$ cat src/rtl/tick_divider_pkg.sv
// Shared types and constants for the tick_divider programmable tick generator.
package tick_divider_pkg;

  typedef enum logic {
    MODE_PULSE  = 1'b0,
    MODE_SQUARE = 1'b1
  } mode_e;

  localparam int unsigned MIN_DIV        = 2;
  localparam int unsigned DEFAULT_CLK_HZ = 12000000;

endpackage

$ cat src/rtl/tick_divider_chan.sv
// One tick channel: period counter, shadowed divisor/mode, optional square toggle.
// Square-wave logic is built only when TICK_DIVIDER_SQUARE_EN is defined.
module tick_divider_chan
  import tick_divider_pkg::*;
#(
  parameter int unsigned CLK_HZ = DEFAULT_CLK_HZ,
  parameter int unsigned CNT_W  = 24
) (
  input  logic             clk,
  input  logic             reset,
  input  logic             en,
  input  logic             sync,
  input  logic             wr,
  input  logic [CNT_W-1:0] wr_div,
  input  mode_e            wr_mode,
  output logic             pending,
  output logic             tick,
  output logic             sq
);

  logic [CNT_W-1:0] cnt;
  logic [CNT_W-1:0] div;
  logic [CNT_W-1:0] shadow_div;
  logic             term;

  assign term = (cnt == div - CNT_W'(1));

  // Counter and divisor; a shadow is committed only at a wrap or a sync.
  always_ff @(posedge clk) begin
    if (reset) begin
      cnt        <= '0;
      div        <= CNT_W'(CLK_HZ);
      shadow_div <= CNT_W'(CLK_HZ);
      pending    <= 1'b0;
      tick       <= 1'b0;
    end else begin
      tick <= 1'b0;
      if (sync) begin
        cnt     <= '0;
        pending <= 1'b0;
        if (pending) div <= shadow_div;
      end else if (en) begin
        if (term) begin
          cnt     <= '0;
          tick    <= 1'b1;
          pending <= 1'b0;
          if (pending) div <= shadow_div;
        end else begin
          cnt <= cnt + CNT_W'(1);
        end
      end
      // A write landing with a wrap or sync stays pending for the next one.
      if (wr) begin
        shadow_div <= wr_div;
        pending    <= 1'b1;
      end
    end
  end

`ifdef TICK_DIVIDER_SQUARE_EN
  mode_e mode;
  mode_e shadow_mode;

  // Square output toggles per wrap; any mode change restarts it low.
  always_ff @(posedge clk) begin
    if (reset) begin
      mode        <= MODE_PULSE;
      shadow_mode <= MODE_PULSE;
      sq          <= 1'b0;
    end else begin
      if (sync) begin
        sq <= 1'b0;
        if (pending) mode <= shadow_mode;
      end else if (en && term) begin
        if (pending) begin
          mode <= shadow_mode;
          sq   <= (mode == MODE_SQUARE && shadow_mode == MODE_SQUARE) ? ~sq : 1'b0;
        end else begin
          sq <= (mode == MODE_SQUARE) ? ~sq : 1'b0;
        end
      end
      if (wr) shadow_mode <= wr_mode;
    end
  end
`else
  logic unused_wr_mode;
  assign unused_wr_mode = wr_mode;
  assign sq             = 1'b0;
`endif

endmodule

$ cat src/rtl/tick_divider.sv
// Multi-channel tick divider with per-channel shadowed divisor configuration.
// Define TICK_DIVIDER_SQUARE_EN to build the square-wave (sq) outputs.
module tick_divider
  import tick_divider_pkg::*;
#(
  parameter int unsigned CLK_HZ = DEFAULT_CLK_HZ,
  parameter int unsigned NUM_CH = 4,
  parameter int unsigned CNT_W  = 24,
  localparam int unsigned CH_W  = (NUM_CH > 1) ? $clog2(NUM_CH) : 1
) (
  input  logic              clk,
  input  logic              reset,
  input  logic              en,
  input  logic              sync,
  input  logic              cfg_valid,
  output logic              cfg_ready,
  input  logic [CH_W-1:0]   cfg_ch,
  input  logic [CNT_W-1:0]  cfg_div,
  input  logic              cfg_mode,
  output logic              cfg_err,
  output logic [NUM_CH-1:0] tick,
  output logic [NUM_CH-1:0] sq
);

  logic [NUM_CH-1:0] pending;
  logic              accept;
  logic              div_ok;

  // Ready only blocks a channel that still holds an unapplied shadow.
  assign cfg_ready = (32'(cfg_ch) < NUM_CH) ? ~pending[cfg_ch] : 1'b1;
  assign accept    = cfg_valid & cfg_ready;
  assign div_ok    = (cfg_div >= CNT_W'(MIN_DIV));

  always_ff @(posedge clk) begin
    if (reset) cfg_err <= 1'b0;
    else       cfg_err <= accept & ~div_ok;
  end

  for (genvar i = 0; i < NUM_CH; i++) begin : g_chan
    tick_divider_chan #(
      .CLK_HZ (CLK_HZ),
      .CNT_W  (CNT_W)
    ) u_chan (
      .clk     (clk),
      .reset   (reset),
      .en      (en),
      .sync    (sync),
      .wr      (accept && div_ok && (cfg_ch == CH_W'(i))),
      .wr_div  (cfg_div),
      .wr_mode (mode_e'(cfg_mode)),
      .pending (pending[i]),
      .tick    (tick[i]),
      .sq      (sq[i])
    );
  end

endmodule

$ cat config.mk
export PLATFORM = sky130hd
export DESIGN_NAME = tick_divider
export DESIGN_NICKNAME = d
export VERILOG_FILES = /design/src/rtl/tick_divider_pkg.sv /design/src/rtl/tick_divider_chan.sv /design/src/rtl/tick_divider.sv
export SDC_FILE = /design/constraint.sdc
export NUM_CORES = 1
export LEC_CHECK = 0
export CORE_MARGIN = 3
export CORE_UTILIZATION = 65
export CTS_BUF_LIST = sky130_fd_sc_hd__clkbuf_8
export DETAILED_ROUTE_END_ITERATION = 16
export PLACE_DENSITY = 0.83
export SLEW_MARGIN = 20
export SYNTH_ARGS = -nofsm -noshare
export SYNTH_HDL_FRONTEND = slang
export SYNTH_SLANG_ARGS = --single-unit
$ cat constraint.sdc
create_clock -name clk -period 6.1 [get_ports clk]
set_input_delay 0.915 -clock clk [delete_from_list [all_inputs] [get_ports clk]]
set_output_delay 0.915 -clock clk [all_outputs]
set_load 0.1 [all_outputs]
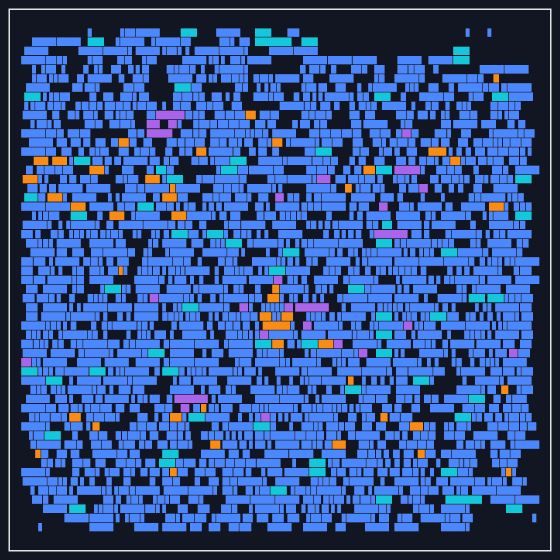
*Drive-strength map, run 1*
drive 2: shown in orange, cells 43, share 2.2%. drive 6 and up: shown in cyan, cells 64, share 3.3%. drive 3 to 4: shown in purple, cells 26, share 1.3%. drive 1 or less: shown in blue, cells 1,808, share 93%.

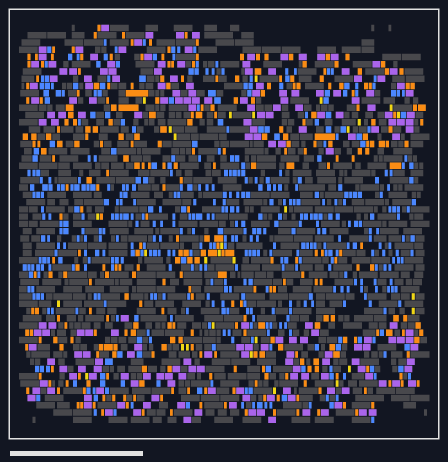
*Gate-type map, run 1*
Bar = 50 um.
XOR/XNOR gates: shown in purple, cells 196, most used xor2_1, where widely spread. inverters: shown in yellow, cells 30, most used inv_1. NAND gates: shown in blue, cells 483, most used nand2_1. NOR gates: shown in orange, cells 326, most used nor2_1, where widely spread.

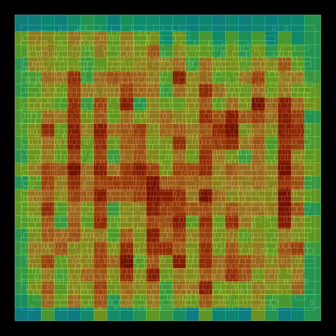
*Routing congestion, run 1*
met2 Track Usage GR: 0.480
met3 usage: 0.0485
gr busiest metal: met2
all-layer global routing usage: 0.293
DR WL/cell: 17.3 um

==> metrics.yaml, run 1 <==
numCtsBuffers: 49
lay_top_count: "nand2_1"
tightest_slew_ns: 1.14
clock_insertion_delay_worst_skew_ns: 0.59
clock-root-buffer: "clkbuf_8"
boundaryPins: 42
dr.pass1.iters: 7
layout.cells.non_filler: 2254
p_clk_frac: 0.440
critPathLaunchType: "primary input"
yosys_area_um2: 15500
vias: 13812
grt_pass1_wl_um: 63800
postLayoutSetupSlackWorst_ns: 1.75
status: "finished clean"
grt_pass1_vias: 12976
numPortBuffers: 36
crit_type: "in -> out"
period_used_share: 0.713
drive_gt1_frac: 0.0685
switching_share: 0.249
run 1: critical path: cells and delay by family:
kind	cells	cell delay, ns
buf+inv	3	1.97
mux	1	0.55
run 1: final cells by class:
| type | instances | area share |
|---|---|---|
| clock inverter | 26 | 0.0105 |
| multi-input combinational | 1477 | 0.529 |
| tap | 313 | 0.0233 |
| inverter | 30 | 0.00670 |
| timing repair buffer | 52 | 0.0286 |
| sequential | 297 | 0.354 |
| clock buffer | 59 | 0.0483 |
run 1: cells in the mapped netlist, drive strengths merged, types with 16 or more instances:
cell      n  area share
dfxtp   297        0.38
o21ai    39       0.013
buf      34       0.016
nand2b   30       0.012
nand3   118       0.038
nor2    190       0.046
and3     54       0.022
inv      28      0.0068
nor3     77       0.025
or3      22      0.0089
xnor2    90       0.051
nand4    26       0.010
nand2   304       0.074
or4      23       0.012
a21oi   100       0.032
mux2i    58       0.037
nor4     42       0.019
a211oi   16       0.011
xor2    106       0.060
clkbuf   87       0.021
run 1: flip-flops by register name, summed over array words and instances, names as in the netlist:
name and count:
g_chan.u_chan.div 96, g_chan.u_chan.cnt 96, g_chan.u_chan.pending 4, cfg_err 1
g_chan.u_chan.shadow_div 96, g_chan.u_chan.tick 4
run 1: power by group through the flow:
stage	Combinational (mW)	Clock, mW	Sequential [mW]
2_1_floorplan	0.164	0	2.03
3_3_place_gp	0.234	0	2.04
3_5_place_dp	0.239	0	2.04
4_1_cts	0.240	1.79	2.00
5_1_grt	0.266	1.88	2.00
6_report	0.246	1.76	2.00
run 1: routing by layer:
metal | track usage | vias to the layer above
met1 | 0.391 | 6554
met5 | 0 | -
met2 | 0.480 | 470
li1 | - | 6693
met4 | 0.108 | 0
met3 | 0.0485 | 95
run 1: path summary, 6_finish.rpt:
check / cells past startpoint / slack [ns] / to
worst max-delay path: 4 / 1.75 / cfg_ready
worst min register to register: 2 / 0.45 / g_chan[0].u_chan.div[7]$_SDFFE_PP0P_
worst max register to register: 9 / 1.90 / g_chan[0].u_chan.div[16]$_SDFFE_PP1P_
worst min-delay path: 2 / 0.45 / g_chan[0].u_chan.div[7]$_SDFFE_PP0P_
run 1: per-stage QoR:
step | utilization | power (mW) | cell area (um2) | hold WS [ns]
6_report | 0.730 | 4.01 | 16800 | 0.454
5_1_grt | 0.730 | 4.15 | 16800 | 0.470
4_1_cts | 0.730 | 4.03 | 16800 | 0.455
3_5_place_dp | 0.687 | 2.28 | 15800 | 0.446
3_3_place_gp | 0.687 | 2.27 | 15800 | 0.443
2_1_floorplan | - | 2.20 | 15500 | 0.432
run 1: logic make-up after synthesis:
kind of cell / count (synthesis) / synth area share
fa+ha+maj: 8 / 0.00646
other cells: 1 / 0.000242
mux: 60 / 0.0396
simple gates: 939 / 0.294
buf+inv: 151 / 0.0447
flops: 297 / 0.384
xor+xnor: 196 / 0.111
compound gates: 270 / 0.121
### Clock distribution, run 1

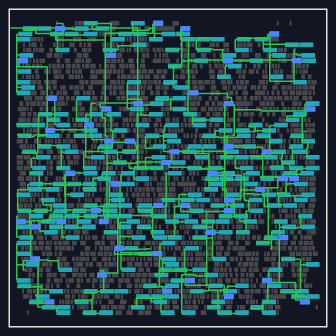

==> run 2, diff against run 1 <==
--- a/config.mk
+++ b/config.mk
@@ -6,10 +6,10 @@
 export NUM_CORES = 1
 export LEC_CHECK = 0
 export CORE_MARGIN = 3
-export CORE_UTILIZATION = 65
+export CORE_UTILIZATION = 58
 export CTS_BUF_LIST = sky130_fd_sc_hd__clkbuf_8
 export DETAILED_ROUTE_END_ITERATION = 16
-export PLACE_DENSITY = 0.83
+export PLACE_DENSITY = 0.79
 export SLEW_MARGIN = 20
 export SYNTH_ARGS = -nofsm -noshare
 export SYNTH_HDL_FRONTEND = slang
==> constraint.sdc (replaced) <==
create_clock -name clk -period 3.9 [get_ports clk]
set_input_delay 0.585 -clock clk [delete_from_list [all_inputs] [get_ports clk]]
set_output_delay 0.585 -clock clk [all_outputs]
set_load 0.1 [all_outputs]
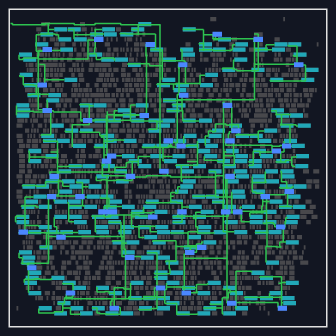
*Clock distribution, run 2*
clock wires: shown in green, length 3,810 um. cells driving clock nets: shown in blue, count 48. flip-flops: shown in cyan, count 297.
Position of the flops: widely spread. There are 49 routed clock nets.

==> metrics.yaml, run 2 <==
status: "finished clean"  # unchanged
met1_length_um: 17100  # was 16,600 um
top_cell: "nand2_1"  # unchanged
numPortBuffers: 36  # unchanged
grt_pass1_vias: 13177  # was 12,976
period_used_share: 0.967
final_area_um2: 17200  # was 16,800 um2
crit_type: "reg -> reg"  # was in -> out
fa_ha_area_frac: 0.00646  # unchanged
synth.cellmix.xorXnorShare: 0.111  # unchanged
top_regs: "g_chan.u_chan.cnt x96, g_chan.u_chan.div x96, g_chan.u_chan.shadow_div x96"  # unchanged
top_area_frac: 0.384  # unchanged
ys_sh_mux: 0.0396  # unchanged
yosysTopAreaCell: "dfxtp_1"  # unchanged
boundaryPins: 42  # unchanged
yosys_area_um2: 15500  # unchanged
placed_area_um2: 16200  # was 15,800 um2
clock_insertion_delay_worst_skew_ns: 0.57  # was 0.59 ns
clock-root-buffer: "clkbuf_8"  # unchanged
critPathLaunchType: "register"  # was primary input
syn_area_um2: 15500  # unchanged
grt_pass1_wl_um: 64900  # was 63,800 um
via_per_inst: 6.02  # was 6.13
vias: 13922  # was 13,812
lay_top_count: "nand2_1"  # unchanged
synth_cell_types: 83  # unchanged
layout_min_cycle_time_ns: 3.77
drive_gt1_frac: 0.0885  # was 0.0685
ys_sh_simple: 0.294  # unchanged
place.gp.congestion: 0.889  # was 0.914
tightest_slew_ns: 1.04  # was 1.14 ns
drc: 0  # unchanged
drt-wirelength-per-cell_um: 17.3  # about the same
die_width_um: 169  # was 160 um
clkTransAtPathRegs_ns: 0.06  # about the same
ys_sh_aoi: 0.121  # unchanged
total_power_mw: 6.21  # was 4.01 mW
grtUsageTotal: 0.271  # was 0.293
netlist_logic_family_top: "simple AND/OR/NAND/NOR gates"  # unchanged
topCellsByArea: "dfxtp_1, nand2_1, xor2_1"  # unchanged
numCtsBuffers: 48  # was 49
setup-tns-final_ns: 0  # unchanged
dr.pass1.iters: 6  # was 7
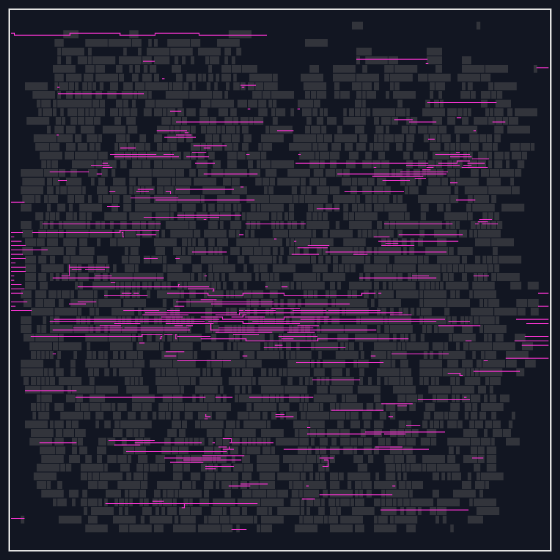
*Metal 3, run 2*
The layer holds 7.5% of the routed length. The wires run mostly horizontal. The layer carries 3,010 um of wire. The longest straight run is 57.5 um. 165 nets have wire on it.

[run 2: cell type report]
type                       count  area (um2)
clock buffer                  58         798
clock inverter                21         139
fill                        2258        8940
inverter                      30         113
multi-input combinational   1477        8920
sequential                   297        5950
tap                          335         419
timing repair buffer          95         861
[run 2: worst paths after layout]
check / start / endpoint / slack, ns / cells after the start
setup reg to reg: g_chan[1].u_chan.div[15]$_SDFFE_PP0P_ / g_chan[1].u_chan.div[11]$_SDFFE_PP1P_ / 0.13 / 8
hold / removal: g_chan[0].u_chan.shadow_div[6]$_SDFFE_PP0P_ / g_chan[0].u_chan.shadow_div[6]$_SDFFE_PP0P_ / 0.45 / 2
setup / recovery: g_chan[1].u_chan.div[15]$_SDFFE_PP0P_ / g_chan[1].u_chan.div[11]$_SDFFE_PP1P_ / 0.13 / 8
hold reg to reg: g_chan[0].u_chan.shadow_div[6]$_SDFFE_PP0P_ / g_chan[0].u_chan.shadow_div[6]$_SDFFE_PP0P_ / 0.45 / 2
[run 2: repair_timing]
item                                    in CTS  in global routing
setup buffers                                0                  3
endpoints found under the setup margin       0                 47
gates resized                                0                  5
[run 2: stage by stage]
stage	worst slack [ns]	util	hold WS, ns	cells
floorplan	0.511	-	0.432	1925
global placement	0.246	0.620	0.442	2230
global route	0.00456	0.658	0.473	2313
finish	0.130	0.658	0.454	2313
detailed placement	0.120	0.620	0.447	2230
CTS	0.0895	0.656	0.455	2309
[run 2: power by group]
group	internal, mW	total [mW]	switching (mW)
combinational	0.130	0.409	0.280
sequential	3.09	3.13	0.0372
clock	1.46	2.67	1.21
[run 2: worst max-delay path, stage by stage, from the launching register on]
cell	delay, ns
dfxtp_1	0.36
or4_4	0.58
or3_1	0.34
buf_4	0.16
o41ai_1	0.62
nand4_1	0.38
o41a_1	0.77
o21ai_0	0.31
nand3_1	0.10
[run 2: cell families (layout without fill, tap and decap cells)]
family                   Yosys count  in the layout
XOR/XNOR                         196            196
flip-flops                       297            297
multiplexers                      60             60
other                              1              4
AND-OR/OR-AND                    270            270
buffers and inverters            151            204
AND/OR/NAND/NOR                  939            939
adder cells (fa/ha/maj)            8              8
[run 2: routing by layer]
metal  global-route usage  vias up
li1                     -     6771
met1                0.351     6585
met2                0.456      483
met3               0.0566       83
met4               0.0850        0
met5                    0        -
No activity file was given, so power comes from the tool's default toggle rates.
